run_1/congestion_map.png
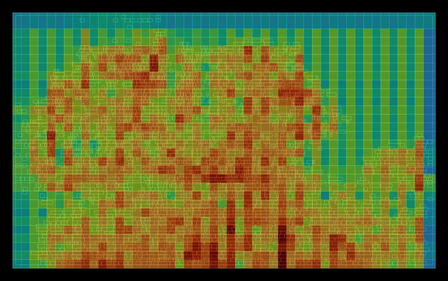
run_1/class_map.png
Bar = 100 um.
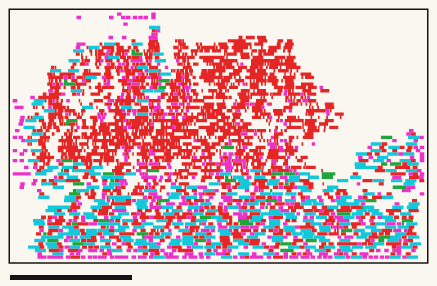
run_1/route_heat.png
Bar = 100 um. 34 x 21 tiles, from dark purple (low) to yellow (high), scaled to the fullest tile. Values are wire area over tile area, all layers added.
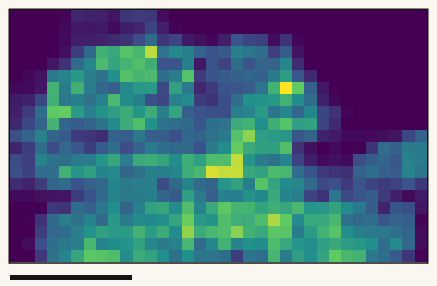
run_1/port_trees.png
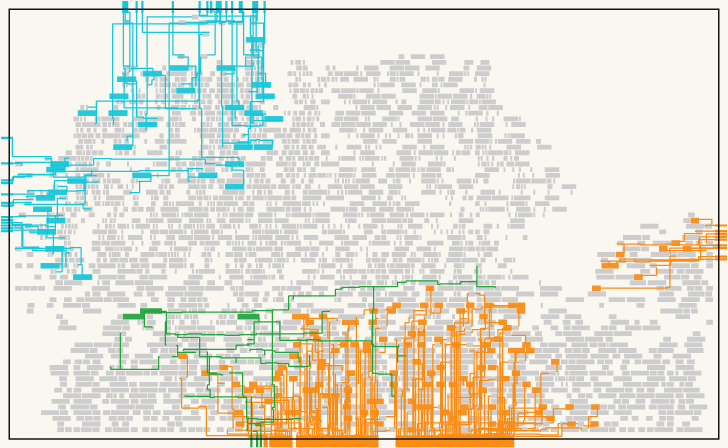
$ cat config.mk
export PLATFORM = sky130hd
export DESIGN_NAME = magnitude_sequencer
export DESIGN_NICKNAME = d
export VERILOG_FILES = /design/src/rtl/fft_pkg.sv /design/src/rtl/magnitude_squarer.sv /design/src/rtl/magnitude_sequencer.sv
export SDC_FILE = /design/constraint.sdc
export NUM_CORES = 1
export LEC_CHECK = 0
export CAP_MARGIN = 15
export CORE_ASPECT_RATIO = 0.6
export CORE_MARGIN = 2
export CORE_UTILIZATION = 35
export DETAILED_ROUTE_END_ITERATION = 8
export HOLD_SLACK_MARGIN = 0.03
export MAX_ROUTING_LAYER = met4
export PLACE_DENSITY = 0.66
export SETUP_SLACK_MARGIN = 0.5
export SYNTH_ARGS = -nofsm -noshare
export SYNTH_HDL_FRONTEND = slang
export SYNTH_SLANG_ARGS = --single-unit
$ cat constraint.sdc
create_clock -name clk -period 9.4 [get_ports clk]
set_clock_uncertainty 0.2 [all_clocks]
set_input_delay 2.82 -clock clk [delete_from_list [all_inputs] [get_ports clk]]
set_output_delay 2.82 -clock clk [all_outputs]
set_load 0.1 [all_outputs]
$ cat src/rtl/fft_pkg.sv
// Shared constants and controller state encoding for the magnitude sequencer.
package fft_pkg;

  localparam int DEFAULT_SAMPLE_SIZE = 16;
  localparam int DEFAULT_BUFFER_SIZE = 8;

  typedef enum logic [2:0] {
    ST_IDLE  = 3'd0,
    ST_SQ_RE = 3'd1,
    ST_SQ_IM = 3'd2,
    ST_EMIT  = 3'd3,
    ST_DONE  = 3'd4
  } seq_state_e;

endpackage

$ cat src/rtl/magnitude_squarer.sv
// Combinational signed squarer; the result is always non-negative, so it is
// returned unsigned at full 2*SAMPLE_SIZE width (covers the most-negative input).
module magnitude_squarer
  import fft_pkg::*;
#(
  parameter int SAMPLE_SIZE = DEFAULT_SAMPLE_SIZE
) (
  input  logic signed [SAMPLE_SIZE-1:0]   sample,
  output logic        [2*SAMPLE_SIZE-1:0] square
);

  logic signed [2*SAMPLE_SIZE-1:0] sample_ext;
  logic signed [2*SAMPLE_SIZE-1:0] product;

  assign sample_ext = {{SAMPLE_SIZE{sample[SAMPLE_SIZE-1]}}, sample};
  assign product    = sample_ext * sample_ext;
  assign square     = product;

endmodule

$ cat src/rtl/magnitude_sequencer.sv
// Streams |X[k]|^2 for each bin of a latched complex frame, reusing one squarer
// for the real and imaginary parts on consecutive cycles.
module magnitude_sequencer
  import fft_pkg::*;
#(
  parameter int SAMPLE_SIZE = DEFAULT_SAMPLE_SIZE,
  parameter int BUFFER_SIZE = DEFAULT_BUFFER_SIZE
) (
  input  logic                               clk,
  input  logic                               rst_n,
  input  logic                               start,
  input  logic                               abort,
  input  logic [BUFFER_SIZE*SAMPLE_SIZE-1:0] frame_real,
  input  logic [BUFFER_SIZE*SAMPLE_SIZE-1:0] frame_imag,
  output logic                               busy,
  output logic                               mag_valid,
  input  logic                               mag_ready,
  output logic [2*SAMPLE_SIZE:0]             mag_data,
  output logic [$clog2(BUFFER_SIZE)-1:0]     mag_index,
  output logic                               done
);

  localparam int IDX_W = $clog2(BUFFER_SIZE);
  localparam int SQ_W  = 2*SAMPLE_SIZE;
  localparam logic [IDX_W-1:0] LAST_IDX = IDX_W'(BUFFER_SIZE-1);

  seq_state_e                    state_q, state_d;
  logic [IDX_W-1:0]              idx_q, idx_d;
  logic [SQ_W:0]                 acc_q, acc_d;
  logic signed [SAMPLE_SIZE-1:0] re_q [BUFFER_SIZE];
  logic signed [SAMPLE_SIZE-1:0] im_q [BUFFER_SIZE];
  logic [SAMPLE_SIZE-1:0]        bus_re [BUFFER_SIZE];
  logic [SAMPLE_SIZE-1:0]        bus_im [BUFFER_SIZE];
  logic signed [SAMPLE_SIZE-1:0] operand;
  logic [SQ_W-1:0]               square;
  logic                          accept;
  logic                          handshake;

  genvar gi;
  generate
    for (gi = 0; gi < BUFFER_SIZE; gi++) begin : g_unpack
      assign bus_re[gi] = frame_real[gi*SAMPLE_SIZE +: SAMPLE_SIZE];
      assign bus_im[gi] = frame_imag[gi*SAMPLE_SIZE +: SAMPLE_SIZE];
    end
  endgenerate

  assign accept    = (state_q == ST_IDLE) && start;
  assign handshake = (state_q == ST_EMIT) && mag_ready;

  // SQ_IM is the only cycle that needs the imaginary operand.
  assign operand = (state_q == ST_SQ_IM) ? im_q[idx_q] : re_q[idx_q];

  magnitude_squarer #(
    .SAMPLE_SIZE(SAMPLE_SIZE)
  ) u_squarer (
    .sample(operand),
    .square(square)
  );

  always_comb begin
    state_d = state_q;
    idx_d   = idx_q;
    acc_d   = acc_q;
    if (abort && (state_q != ST_IDLE)) begin
      state_d = ST_IDLE;
    end else begin
      case (state_q)
        ST_IDLE: begin
          if (start) begin
            state_d = ST_SQ_RE;
            idx_d   = '0;
          end
        end
        ST_SQ_RE: begin
          acc_d   = {1'b0, square};
          state_d = ST_SQ_IM;
        end
        ST_SQ_IM: begin
          acc_d   = acc_q + {1'b0, square};
          state_d = ST_EMIT;
        end
        ST_EMIT: begin
          if (handshake) begin
            if (idx_q == LAST_IDX) begin
              state_d = ST_DONE;
            end else begin
              idx_d   = idx_q + 1'b1;
              state_d = ST_SQ_RE;
            end
          end
        end
        ST_DONE: state_d = ST_IDLE;
        default: state_d = ST_IDLE;
      endcase
    end
  end

  always_ff @(posedge clk or negedge rst_n) begin
    if (!rst_n) begin
      state_q <= ST_IDLE;
      idx_q   <= '0;
      acc_q   <= '0;
    end else begin
      state_q <= state_d;
      idx_q   <= idx_d;
      acc_q   <= acc_d;
    end
  end

  // Frame is captured only on acceptance; bus activity afterwards is ignored.
  always_ff @(posedge clk or negedge rst_n) begin
    if (!rst_n) begin
      for (int k = 0; k < BUFFER_SIZE; k++) begin
        re_q[k] <= '0;
        im_q[k] <= '0;
      end
    end else if (accept) begin
      for (int k = 0; k < BUFFER_SIZE; k++) begin
        re_q[k] <= bus_re[k];
        im_q[k] <= bus_im[k];
      end
    end
  end

  assign busy      = (state_q == ST_SQ_RE) || (state_q == ST_SQ_IM) || (state_q == ST_EMIT);
  assign mag_valid = (state_q == ST_EMIT);
  assign done      = (state_q == ST_DONE);
  assign mag_data  = acc_q;
  assign mag_index = idx_q;

endmodule

==> summary.txt, run 1 <==
On the backend side, the flow ran end to end.

The flow ran to the end, but the final reports show violations. The checks that failed: negative setup slack. The total of max-cap violations stands at 0. The finished layout holds 3545 standard cells, fillers aside. In the final layout, excluding clock inverters the inverter count is between 300 and 400. The die span in y stands at about 210 um.

The count of sequential standard cells stands at a little under 300. The number of cells upsized or downsized after cts stands at 58. The relative area of clock buffers and inverters in the final design stands at ~3.4%. For the worst-skew pair, the clock arrives at the later sink with an insertion delay of 0.60 ns. The final setup slack of the worst path stands at -0.0748 ns. The number of nets in the layout stands at between 3000 and 4000.

Broken down by cell family, the worst path's largest delay share belongs to adder cells. In this run the register-to-register setup slack is -0.07 ns. For met2 alone, demand over resource in global routing was around a third.

Per STA, the endpoint of the critical path is mag_data[31]. In the per-layer breakdown of the detailed-route log, met1 shows approximately 38000 um. The library cells used most frequently in the layout, excluding fill and tap cells, are sky130_fd_sc_hd__inv_1 (323), sky130_fd_sc_hd__clkdlybuf4s50_1 (298), sky130_fd_sc_hd__dfrtp_1 (292). The number of cell rows stands at about 74.

TritonCTS built the clock tree. The layout report lists the multi-input gate area as approximately 0.016 sq mm. The area growth from synthesis to layout is 33.0%. The worst register-to-register path begins at mag_index[0]. At the worst endpoint, the arrival time is between 9 and 10 ns. The chip area line of the yosys report stands at 0.0238 sq mm.

For this block, the via count after detailed routing is ~18000. In the final report, the number of endpoints failing setup comes to 2. Timing would allow up to roughly 0.11 GHz. Counting stages on the worst path, the most repeated cell is sky130_fd_sc_hd__fa_1.

STA classifies the critical path startpoint as a register. The first detailed-routing pass took 5 iterations. Ranked by total cell area, the synthesized netlist is headed by sky130_fd_sc_hd__dfrtp_1 (31%), sky130_fd_sc_hd__fa_1 (20%), sky130_fd_sc_hd__mux2_2 (12%), sky130_fd_sc_hd__mux4_2 (6.9%), sky130_fd_sc_hd__ha_1 (6.7%). The synthesis report lists the Yosys warning total as 0. In the Yosys report, the sequential cells make up around 31% of the chip area. The biggest area contributor in the post-synthesis netlist is sky130_fd_sc_hd__dfrtp_1. The global route stage reports its total congestion overflow as 0. The fraction of registers with async set or reset after synthesis stands at 100%. The number of clock buffers in the layout stands at 38.

Detailed placement reports a standard cell area of 0.0292 sq mm. The area share of fa/ha/maj cells after synthesis stands at a little over a quarter.

STA on the placed design reports a worst setup slack of -0.104 ns. The minimum hold slack stands at 0.303 ns. The setup path with the least slack is of type register to register.

The multi-input combinational cell count stands at 1394. The endpoint required time on the critical path stands at 9.69 ns. Routability-driven placement finished with a final weighted congestion of between 0.9 and 1. The number of antenna violations at the first check in global routing is 8. The first global-routing pass estimated around 120000 um of wire. For reference, the final report shows the hold violation count at 0. Adding up every negative setup slack in the final design gives -0.125 ns. The post-layout utilization of the core stands at a little under half. The share of the synthesized netlist area taken by xor and xnor gates stands at ~2%.

Per the layout area report, the combinational fraction of cell area is approximately half. After clock tree synthesis, the clock-pin slew on the worst setup and hold paths is 0.07 ns. The average instance area after synthesis stands at approximately 11 sq um. The share of the synthesized area in the top cell type stands at between 30% and 40%. Per the CTS log, the buffer count on the longest clock path is 3. The script logs the mean routed wire length per placed instance as around 21 um. The post-synth tally of flip-flops with integrated enable stands at 0.

The share of the core area taken by cells at floorplan is 35.2%. The number of nets in the synthesized netlist stands at between 2000 and 3000.
-- congestion_map.png (at the start) --
busiest grt layer: met1
met3 Usage GRT: 3.57%

-- class_map.png (at the start) --
class	colour	cells
remaining logic cells	red	1732
remaining buffers and delay cells	magenta	543
registers	cyan	295
clock drivers and dummy loads	green	58

-- route_heat.png (at the start) --
emptiest ninth of the die	upper right
tiles over half the peak	23%
nearly empty tiles	21%
densest ninth of the die	bottom centre
fullest tile	0.56

-- port_trees.png (at the start) --
port	colour	bits	direction	end cells	wire
mag_index	green	3	output	3	969 um
frame_real	orange	128	input	128	5750 um
mag_data	cyan	33	output	33	2490 um

run_1/sizing.png
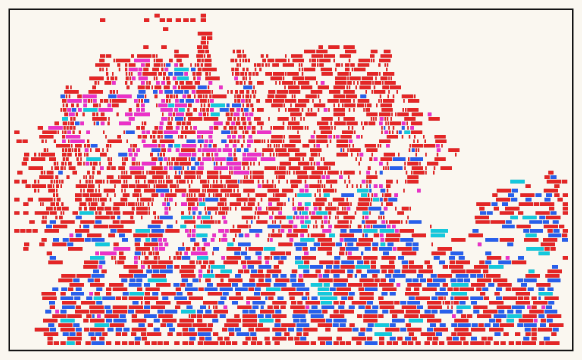

==> run 2, diff against run 1 <==
MAX_ROUTING_LAYER = unset   (was met4)
SKIP_CTS_REPAIR_TIMING = 1   (was unset)
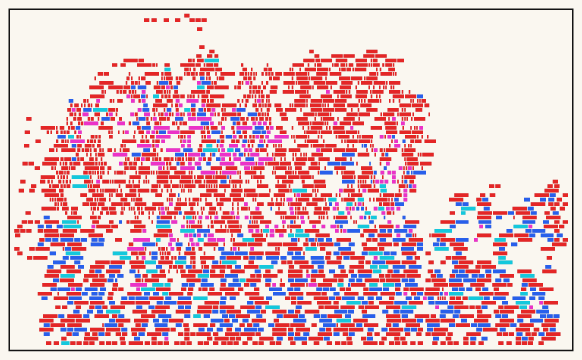
run_2/sizing.png
size	colour	cells	most used
x2	blue	436	mux2_2
x6 and larger	cyan	81	clkbuf_16
x1 and smaller	red	1841	inv_1
x3 and x4	magenta	207	buf_4

==> summary.txt, run 2 <==
On the backend side, the flow ran end to end.

The upper clock frequency limit is 0.107 GHz (+0.97%). The final instance count without filler cells came to 3485 (-1.7%). The initial core utilization stands at 35.2% (unchanged).

The chip area line of the yosys report stands at 0.0238 sq mm (unchanged). The detailed-route wire length per cell was 21.0 um (-1.8%). The relative area of clock buffers and inverters in the final design was 3.30% (-0.14 points).

The library cells used most frequently in the layout, excluding fill and tap cells, are sky130_fd_sc_hd__inv_1 (321), sky130_fd_sc_hd__clkdlybuf4s50_1 (298), sky130_fd_sc_hd__dfrtp_1 (292). The setup slack on the worst flop-to-flop path stands at 0.02 ns (+0.09 ns). The number of cell rows came to 74 (unchanged). The multi-input combinational area share was 50.0% (+0.78 points). The average instance area after synthesis was 11.3 sq um (unchanged). The met2 track demand over resource came to 30.6% (-0.83 points).

The multi-input combinational cell count is 1394 (unchanged). The global placer's final weighted congestion stands at 0.954 (-1.4%). The final setup slack of the worst path stands at 0.0166 ns (+0.0914 ns). CTS built an H-tree with a depth of 1. The share of the synthesized netlist area taken by xor and xnor gates stands at 2.02% (unchanged). The final setup violation count is 0 (-2). The arrival time of the worst setup path is 9.67 ns (-0.09 ns).

The number of clock buffers in the layout stands at 44 (+16%). Per the cell usage report, the commonest logic cell in the layout is sky130_fd_sc_hd__inv_1. The count of yosys warnings during synthesis stands at 0 (unchanged). The post-synth tally of flip-flops with integrated enable stands at 0 (unchanged). In this run the clock root is driven by a sky130_fd_sc_hd__clkbuf_16. The count of buffers inserted at the top-level ports stands at about 300.

The worst setup slack after placement stands at -0.257 ns (-0.153 ns). The placed cell area stands at 0.0288 sq mm (-1.3%). The post-synth register bit count is 295.

The flow ran to the end, and the final reports show no timing, DRC or antenna violations. The clock-pin slew on the worst setup and hold paths stands at 0.07 ns (about the same). STA classifies the critical path startpoint as a register. The count of sequential standard cells was 295 (unchanged). Looking at the reg2reg group, the worst path starts from mag_index[0]. The source-to-sink clock delay at the later pin of the worst-skew pair stands at 0.59 ns (about the same). The critical path is of the register to register type. Relative to the synthesized area, the layout overhead comes to 30.4%.

The main area contributors are sky130_fd_sc_hd__dfrtp_1 (31%), sky130_fd_sc_hd__fa_1 (20%), sky130_fd_sc_hd__mux2_2 (12%), sky130_fd_sc_hd__mux4_2 (6.9%), sky130_fd_sc_hd__ha_1 (6.7%). The first-pass GRT wire length came to 112000 um (-4.6%). The endpoint required time on the critical path stands at 9.69 ns (about the same).

The combined area of the multi-input logic cells came to 0.0155 sq mm (-0.39%). The total core area stands at 0.0677 sq mm. The deepest clock path buffer count is 3 (unchanged). The detailed-route via count is 17600 (-2.5%). Summing the areas of all compound-gate instances in the mapped netlist gives ~6.4% of the synthesized area. The worst setup path is captured at a register.

The count of filler cells inserted in the layout stands at slightly above 6000. The count of inverters not on the clock network in the layout is 338 (unchanged). The setup TNS after final layout stands at 0 ns (+0.125 ns). The met3 usage stands at 5.89% (+2.3 points). The die span in y stands at 206 um (unchanged). The post-layout utilization of the core was 45.9% (-0.91 points). The maximum fanout count along the critical path stands at 8.

The area share of fa/ha/maj cells after synthesis was 26.7% (unchanged). The number of antenna violations at the first check in global routing came to 15 (+7). The global router reports that the layer with the highest usage is met2.

The final global-route overflow total stands at 0 (unchanged). The total of max-cap violations was 0 (unchanged). The first-pass detailed-route iteration total was 5 (unchanged). The share of the synthesized area in the top cell type stands at 31.0% (unchanged). Looking at area per cell type in the netlist, the leader is sky130_fd_sc_hd__dfrtp_1. TritonCTS built the clock tree.

For this design, the sink count on the clock tree is a little under 300. The number of nets in the synthesized netlist stands at 2740 (unchanged). The final tally of hold violations was 0 (unchanged). The sum of routed wire segments on met1 stands at 34400 um (-8.5%).

The number of nets in the layout is 3169 (-1.9%). The post-DP HPWL stands at just under 60000 um. The fraction of registers with async set or reset after synthesis stands at 100% (unchanged).

The count of cell instances traversed by the critical path stands at 34. The minimum hold slack is 0.301 ns (-0.00148 ns).

The timing report attributes the biggest portion of critical-path delay to adder cells. In this design, the critical path's most frequently occurring cell is sky130_fd_sc_hd__fa_1.

The sequential-to-total area share from yosys stat stands at 31.0% (unchanged). By instance count, the leading cell after synthesis is sky130_fd_sc_hd__inv_1. According to the timing report, the critical path is captured at mag_data[31].
run_2/route_heat.png
Bar = 100 um. 34 x 21 tiles, from dark purple (low) to yellow (high), scaled to the fullest tile. Values are wire area over tile area, all layers added.
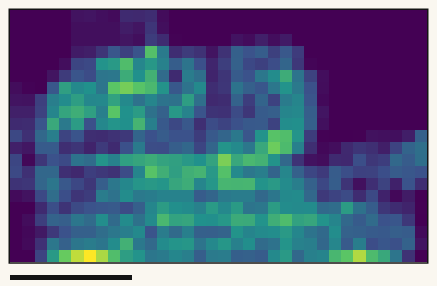

==> run 3, diff against run 2 <==
CTS_BUF_LIST = sky130_fd_sc_hd__clkbuf_2 sky130_fd_sc_hd__clkbuf_4 sky130_fd_sc_hd__clkbuf_8   (was unset)
GPL_ROUTABILITY_DRIVEN = 0   (was unset)
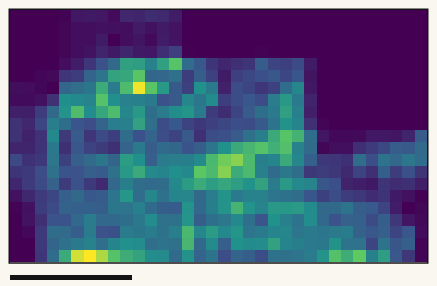
run_3/route_heat.png
Bar = 100 um. 34 x 21 tiles, from dark purple (low) to yellow (high), scaled to the fullest tile. Values are wire area over tile area, all layers added.
tiles over half the peak	12%
emptiest ninth of the die	upper right
nearly empty tiles	24%
fullest tile	0.70
mean over tiles	0.17
total routing resource utilization after global routing: 21.1%
final wirelength: 74300 um
number of vias after detailed routing: 18000
wire length per cell after detailed routing: 21.2 um

==> summary.txt, run 3 <==
On the backend side, the flow ran end to end.

The flow ran to the end, but the final reports show violations. The final reports fail on negative setup slack. The initial core utilization is 35.2% (unchanged). The sequential-to-total area share from yosys stat was 31.0% (unchanged). The number of nets in the layout is 3176 (+0.22%).

The number of antenna violations at the first check in global routing is 10 (-5). The count of different cell masters after synthesis stands at roughly 73. The minimum hold slack stands at 0.301 ns (+0.000157 ns). The final tally of hold violations stands at 0 (unchanged). The chip area line of the yosys report stands at 0.0238 sq mm (unchanged).

The count of cell instances traversed by the critical path stands at 36 (+5.9%). The number of clock buffers in the layout came to 70 (+59%). The count of yosys warnings during synthesis stands at 0 (unchanged). TritonCTS built the clock tree. The setup TNS after final layout stands at -0.161 ns (-0.161 ns). The deepest clock path buffer count came to 3 (unchanged). The first-pass GRT wire length is 113000 um (+1.7%).

After synthesis, the cell types taking the most area are sky130_fd_sc_hd__dfrtp_1 (31%), sky130_fd_sc_hd__fa_1 (20%), sky130_fd_sc_hd__mux2_2 (12%), sky130_fd_sc_hd__mux4_2 (6.9%), sky130_fd_sc_hd__ha_1 (6.7%). The final global-route overflow total is 0 (unchanged). The total core area is 0.0677 sq mm (unchanged).

The share of the synthesized netlist area taken by xor and xnor gates stands at 2.02% (unchanged). The worst setup path is launched from a register. Per STA, the endpoint of the critical path is mag_data[29]. The post-layout utilization of the core came to 45.5% (-0.33 points).

The combined area of the multi-input logic cells stands at 0.0154 sq mm (-1.1%). The placed cell area came to 0.0287 sq mm (-0.38%).

The average instance area after synthesis came to 11.3 sq um (unchanged). The met2 track demand over resource stands at 31.4% (+0.75 points). The first-pass detailed-route iteration total is 5 (unchanged).

The endpoint required time on the critical path is 9.76 ns (+0.07 ns). The maximum fanout count along the critical path came to 6 (-2). The post-synth tally of flip-flops with integrated enable stands at 0 (unchanged). The multi-input combinational cell count stands at 1394 (unchanged).

The total of max-cap violations is 0 (unchanged). The upper clock frequency limit stands at 0.106 GHz (-0.73%). The clock sink count is 295 (unchanged).

Among logic cells in the layout, the one with the most instances is sky130_fd_sc_hd__inv_1. The die span in y stands at 206 um (unchanged). The number of nets in the synthesized netlist stands at 2740 (unchanged). The count of inverters not on the clock network in the layout came to 338 (unchanged).

The final setup violation count stands at 4 (+4). The worst setup slack after placement stands at -0.251 ns (+0.00619 ns). The final setup slack of the worst path stands at -0.0526 ns (-0.0692 ns).

The post-DP HPWL stands at 58300 um (+0.24%). From synthesis to final layout, the design area changed by 29.4%. The relative area of clock buffers and inverters in the final design stands at 3.52% (+0.22 points). The worst setup path is captured at a register. The worst setup path is of the register to register kind.

The CTS H-tree depth came to 2 (+1). The number of cell rows came to 74 (unchanged). The met3 usage stands at 4.59% (-1.3 points).

The count of sequential standard cells was 295 (unchanged). The sum of routed wire segments on met1 came to 35500 um (+3.2%). Per STA, the library cell used most along the worst path is sky130_fd_sc_hd__fa_1. In the layout the commonest cells are sky130_fd_sc_hd__inv_1 (323), sky130_fd_sc_hd__clkdlybuf4s50_1 (298), sky130_fd_sc_hd__dfrtp_1 (292). The sequential cell area share stands at 24.0%. Looking at the clock tree report, the root buffer type is sky130_fd_sc_hd__clkbuf_8. The multi-input combinational area share is 49.8% (-0.21 points).

The clock-pin slew on the worst setup and hold paths was 0.07 ns (about the same). Global route summary, busiest routing layer listed as met1. The setup slack on the worst flop-to-flop path stands at -0.05 ns (-0.07 ns).
